==> config.mk <==
export PLATFORM = sky130hd
export DESIGN_NAME = img_write_router
export DESIGN_NICKNAME = d
export VERILOG_FILES = /design/src/rtl/img_write_router.sv
export SDC_FILE = /design/constraint.sdc
export NUM_CORES = 1
export LEC_CHECK = 0
export ABC_CLOCK_PERIOD_IN_PS = 5590
export CORE_AREA = 2 2 739 741
export CTS_CLUSTER_SIZE = 10
export DETAILED_ROUTE_END_ITERATION = 8
export DIE_AREA = 0 0 741 743
export GPL_TIMING_DRIVEN = 0
export PLACE_DENSITY = 0.33
export SLEW_MARGIN = 20
export SYNTH_ARGS = -nofsm -noshare
export SYNTH_HDL_FRONTEND = slang
export SYNTH_SLANG_ARGS = --single-unit
==> constraint.sdc <==
create_clock -name clk -period 5.59 [get_ports clk]
set_clock_uncertainty 0.15 [all_clocks]
set_input_delay 1.118 -clock clk [delete_from_list [all_inputs] [get_ports clk]]
set_output_delay 1.118 -clock clk [all_outputs]
set_load 0.05 [all_outputs]
==> src/rtl/img_write_router.sv <==
// Write router from SRC_NUM pool clients to the IMG_GRP_NUM x ROW_PARA bank array.
// Atomic multicast arbitration, registered bank-side outputs, saturating drop counter.
`timescale 1ns/1ps
module img_write_router #(
  parameter int SRC_NUM         = 3,
  parameter int IMG_GRP_NUM     = 3,
  parameter int ROW_PARA        = 4,
  parameter int CHL_PARA        = 8,
  parameter int BANK_ADDR_WIDTH = 12,
  parameter int BANK_UNIT_WIDTH = 8,
  parameter int ARB_MODE        = 0,
  parameter int CNT_WIDTH       = 16,
  localparam int BW = BANK_UNIT_WIDTH * CHL_PARA,
  localparam int DW = ROW_PARA * BW,
  localparam int AW = ROW_PARA * BANK_ADDR_WIDTH
) (
  input  logic                            clk,
  input  logic                            rst_n,
  input  logic [SRC_NUM-1:0]              src_valid_i,
  input  logic [SRC_NUM*IMG_GRP_NUM-1:0]  src_group_id_i,
  input  logic [SRC_NUM*ROW_PARA-1:0]     src_bank_en_i,
  input  logic [SRC_NUM*AW-1:0]           src_addr_i,
  input  logic [SRC_NUM*DW-1:0]           src_data_i,
  output logic [SRC_NUM-1:0]              src_ready_o,
  output logic [IMG_GRP_NUM*ROW_PARA-1:0] write_bank_en_o,
  output logic [IMG_GRP_NUM*AW-1:0]       write_addr_o,
  output logic [IMG_GRP_NUM*DW-1:0]       write_data_o,
  output logic [CNT_WIDTH-1:0]            drop_cnt_o
);

  localparam int PW  = (SRC_NUM > 1) ? $clog2(SRC_NUM) : 1;
  localparam int DNW = $clog2(SRC_NUM + 1);

  logic [PW-1:0]                   ptr;
  logic [PW-1:0]                   ptr_nxt;
  logic                            ptr_upd;
  logic [SRC_NUM-1:0]              grant;
  logic [IMG_GRP_NUM-1:0]          claim;
  logic [DNW-1:0]                  drop_n;
  logic [IMG_GRP_NUM-1:0]          mask;
  int                              s_idx;
  logic [IMG_GRP_NUM*ROW_PARA-1:0] en_nxt;
  logic [IMG_GRP_NUM*AW-1:0]       addr_nxt;
  logic [IMG_GRP_NUM*DW-1:0]       data_nxt;

  function automatic logic [CNT_WIDTH-1:0] sat_add(input logic [CNT_WIDTH-1:0] a,
                                                    input logic [DNW-1:0]       b);
    logic [CNT_WIDTH:0] sum;
    sum = {1'b0, a} + (CNT_WIDTH+1)'(b);
    sat_add = sum[CNT_WIDTH] ? '1 : sum[CNT_WIDTH-1:0];
  endfunction

  // Stage 0: visit sources from ptr; a source wins only if every target group is still free
  always_comb begin
    grant    = '0;
    claim    = '0;
    drop_n   = '0;
    ptr_upd  = 1'b0;
    ptr_nxt  = ptr;
    mask     = '0;
    s_idx    = 0;
    en_nxt   = '0;
    addr_nxt = write_addr_o;
    data_nxt = write_data_o;
    for (int i = 0; i < SRC_NUM; i++) begin
      s_idx = (int'(ptr) + i) % SRC_NUM;
      mask  = src_group_id_i[s_idx*IMG_GRP_NUM +: IMG_GRP_NUM];
      if (rst_n && src_valid_i[s_idx]) begin
        if (mask == '0) begin
          grant[s_idx] = 1'b1;
          drop_n       = drop_n + DNW'(1);
        end else if ((mask & claim) == '0) begin
          grant[s_idx] = 1'b1;
          claim        = claim | mask;
          for (int g = 0; g < IMG_GRP_NUM; g++) begin
            if (mask[g]) begin
              en_nxt[g*ROW_PARA +: ROW_PARA] = src_bank_en_i[s_idx*ROW_PARA +: ROW_PARA];
              addr_nxt[g*AW +: AW]           = src_addr_i[s_idx*AW +: AW];
              data_nxt[g*DW +: DW]           = src_data_i[s_idx*DW +: DW];
            end
          end
          if (!ptr_upd) begin
            ptr_upd = 1'b1;
            ptr_nxt = (s_idx == SRC_NUM - 1) ? '0 : PW'(s_idx + 1);
          end
        end
      end
    end
  end

  assign src_ready_o = grant;

  // Stage 1: bank-side register; unclaimed groups keep addr/data and drop their enables
  always_ff @(posedge clk or negedge rst_n) begin
    if (!rst_n) begin
      ptr             <= '0;
      write_bank_en_o <= '0;
      write_addr_o    <= '0;
      write_data_o    <= '0;
      drop_cnt_o      <= '0;
    end else begin
      if (ARB_MODE == 1 && ptr_upd) ptr <= ptr_nxt;
      write_bank_en_o <= en_nxt;
      write_addr_o    <= addr_nxt;
      write_data_o    <= data_nxt;
      drop_cnt_o      <= sat_add(drop_cnt_o, drop_n);
    end
  end

endmodule

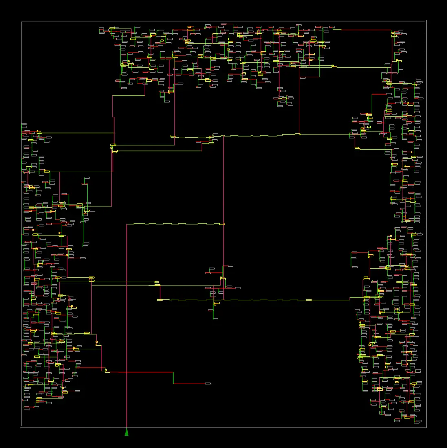
*Clock wiring as the flow saved it*
number of buffers created by CTS: 137
clock tree buffer count of the final layout: 199
clock network power consumption: 8.74 mW

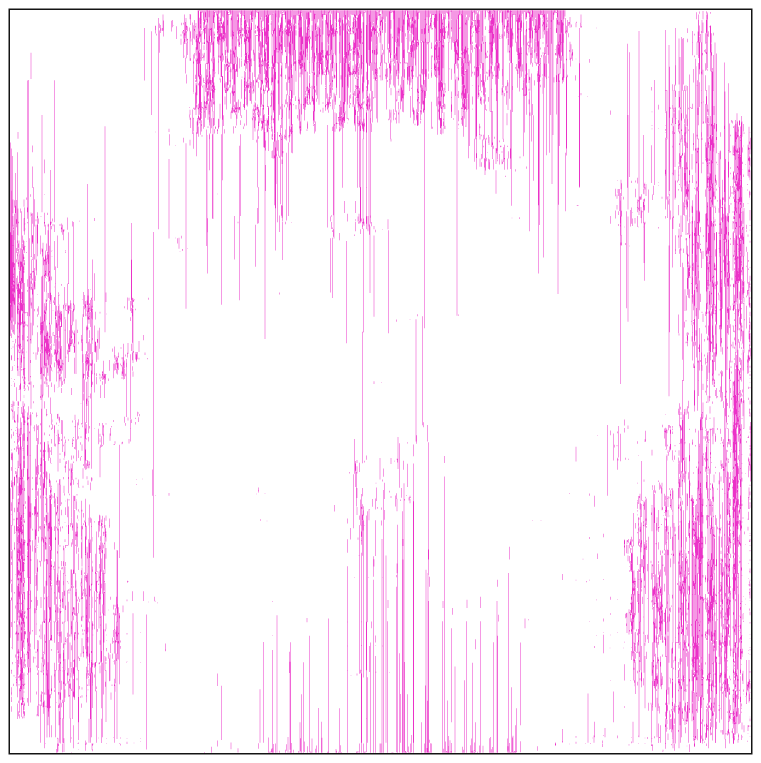
*Metal 2*
Drawn at 1 px/um.
The wires run mostly vertical. The layer carries 122 mm of wire. The longest straight run is 374 um. The layer holds 44% of the routed length.

==> run_summary.xml <==
<?xml version="1.0" encoding="UTF-8"?>
<metrics>
  <group name="worst_hold_path">
    <metric name="holdCritPathClass" unit="">in2async</metric>
  </group>
  <group name="power_and_ir_drop">
    <metric name="p_leak" unit="nW">24.40</metric>
    <metric name="largestPowerGroup" unit="">combinational cells</metric>
    <metric name="seq_power" unit="mW">9.18</metric>
    <metric name="powerDensity" unit="mW/mm2">473.7</metric>
    <metric name="switchingPower" unit="mW">12.81</metric>
    <metric name="sw_share" unit="%">42.90</metric>
    <metric name="maximum_vdd_drop" unit="V">0.0002677</metric>
    <metric name="combPwrFrac" unit="%">40.0</metric>
    <metric name="p_comb" unit="mW">11.9</metric>
    <metric name="total_power" unit="mW">29.85</metric>
  </group>
  <group name="yosys">
    <metric name="synth.cellmix.adderShare" unit="%">0.1246</metric>
    <metric name="xor_and_xnor_fraction_of_the_mapped_netlist_area" unit="%">0.2180</metric>
    <metric name="topCellsByArea" unit="">sky130_fd_sc_hd__dfrtp_1, sky130_fd_sc_hd__mux2_1, sky130_fd_sc_hd__mux2i_1</metric>
    <metric name="synth_register_bits" unit="">940</metric>
    <metric name="synth_async_sr_flop_share" unit="%">100.0</metric>
    <metric name="edf_count" unit="">0</metric>
    <metric name="number_of_cells_in_the_yosys_synthesis_report" unit="">2367</metric>
    <metric name="cell_taking_the_most_area_after_synthesis" unit="">sky130_fd_sc_hd__dfrtp_1</metric>
    <metric name="common_cells" unit="">sky130_fd_sc_hd__dfrtp_1, sky130_fd_sc_hd__mux2_1, sky130_fd_sc_hd__nor2_1</metric>
    <metric name="netlist-cell-type-count" unit="">35</metric>
    <metric name="ys_sh_aoi" unit="%">2.336</metric>
  </group>
  <group name="cts">
    <metric name="clk_pin_slew" unit="ps">80</metric>
    <metric name="post_cts_setup_repair_bufs" unit="">0</metric>
    <metric name="holdBufCountCts" unit="">0</metric>
    <metric name="cts_resized" unit="">0</metric>
    <metric name="tritoncts" unit="">built</metric>
    <metric name="cts_max_path_buffers" unit="">4</metric>
    <metric name="insertion_delay" unit="ps">840</metric>
  </group>
  <group name="routing">
    <metric name="wl_met2" unit="um">122000</metric>
    <metric name="postRouteWirelength" unit="um">278200</metric>
    <metric name="via_per_inst" unit="">2.424</metric>
    <metric name="route.antenna.remaining_nets" unit="">0</metric>
    <metric name="drc_marker_count_from_the_first_detailed_route_iteration" unit="">1190</metric>
    <metric name="vias" unit="">27160</metric>
    <metric name="number_of_remaining_drc_errors" unit="">0</metric>
    <metric name="m1WireLength" unit="um">119900</metric>
  </group>
  <group name="floorplanning">
    <metric name="floorplan.tapcells" unit="">7234</metric>
    <metric name="ios" unit="">1881</metric>
    <metric name="floorplan.core_area" unit="mm2">0.5429</metric>
  </group>
  <group name="final_layout">
    <metric name="signal_buffers" unit="">1456</metric>
    <metric name="largest_register_ffs" unit="">768</metric>
    <metric name="comb_area_share" unit="%">18.93</metric>
    <metric name="area_occupied_by_multi_input_gates" unit="mm2">0.01193</metric>
    <metric name="finish.cell_count_without_fillers" unit="">11200</metric>
    <metric name="mostFrequentLayoutCells" unit="">sky130_fd_sc_hd__clkdlybuf4s50_1, sky130_fd_sc_hd__dfrtp_1, sky130_fd_sc_hd__mux2_1</metric>
    <metric name="design_area" unit="mm2">0.06302</metric>
    <metric name="layout.comb_gates.multi_input" unit="">1285</metric>
    <metric name="fraction_of_layout_cells_with_a_size_suffix_above_1" unit="%">11.01</metric>
    <metric name="seq_area_share" unit="%">37.32</metric>
    <metric name="num-fill-cells" unit="">61560</metric>
    <metric name="inverters" unit="">4</metric>
    <metric name="max_flop_register" unit="">write_data_o</metric>
    <metric name="area_dominant_class" unit="">flip-flops and latches</metric>
  </group>
  <group name="timing">
    <metric name="fmax" unit="MHz">196.8</metric>
    <metric name="slew_headroom" unit="%">17.61</metric>
    <metric name="slew_viol_final" unit="">0</metric>
    <metric name="finalWorstPathRequiredPeriod" unit="ps">5081</metric>
    <metric name="final_min_period_over_clock_period" unit="%">90.90</metric>
    <metric name="whs" unit="ps">249.1</metric>
    <metric name="timing.final.ws_setup" unit="ps">509.0</metric>
    <metric name="finalSetupTns" unit="ps">0</metric>
    <metric name="max_slew.worst_pin.slew" unit="ps">1232</metric>
    <metric name="grt_setup_unrepaired" unit="">no</metric>
  </group>
  <group name="critical_path">
    <metric name="crit_path_frequent_cell" unit="">sky130_fd_sc_hd__buf_16</metric>
    <metric name="master_of_the_slowest_instance_on_the_critical_path" unit="">sky130_fd_sc_hd__buf_2</metric>
    <metric name="r2r.worst_path.cells" unit="">7</metric>
    <metric name="worstPathRequired" unit="ps">6090</metric>
    <metric name="worst-endpoint-arrival" unit="ps">5580</metric>
    <metric name="crit_type" unit="">in2reg</metric>
    <metric name="setup.worst_path.start" unit="">rst_n</metric>
    <metric name="crit_path_cell_trace" unit="">buf_16 &gt; buf_16 &gt; buf_16 &gt; buf_16 &gt; nand2_1 &gt; o2111ai_4 &gt; clkbuf_4 &gt; buf_2 &gt; buf_2 &gt; a21oi_1</metric>
    <metric name="rrSetupSlack" unit="ps">3100</metric>
    <metric name="cp.depth" unit="">10</metric>
    <metric name="crit_path_start_kind" unit="">input pin</metric>
    <metric name="critical_path.endpoint_type" unit="">register</metric>
  </group>
  <group name="global_routing">
    <metric name="grt_first_pass_wirelength" unit="um">345400</metric>
    <metric name="use_met2" unit="%">15.31</metric>
    <metric name="grt_start_max_net_pins" unit="">144</metric>
    <metric name="aggregate_global_routing_overflow" unit="">0</metric>
    <metric name="grtUsageTotal" unit="%">9.748</metric>
  </group>
  <group name="place">
    <metric name="preCtsSetupSlack" unit="ps">-1210</metric>
    <metric name="placedCellCount" unit="">10920</metric>
    <metric name="place.detailed.hpwl" unit="um">235000</metric>
  </group>
  <group name="flow_run">
    <metric name="max-cap-violations" unit="">0</metric>
  </group>
  <group name="outcome">
    <metric name="run_status" unit="">finished clean</metric>
  </group>
</metrics>
Power figures rest on the tool's default switching activity, not on a simulated workload.
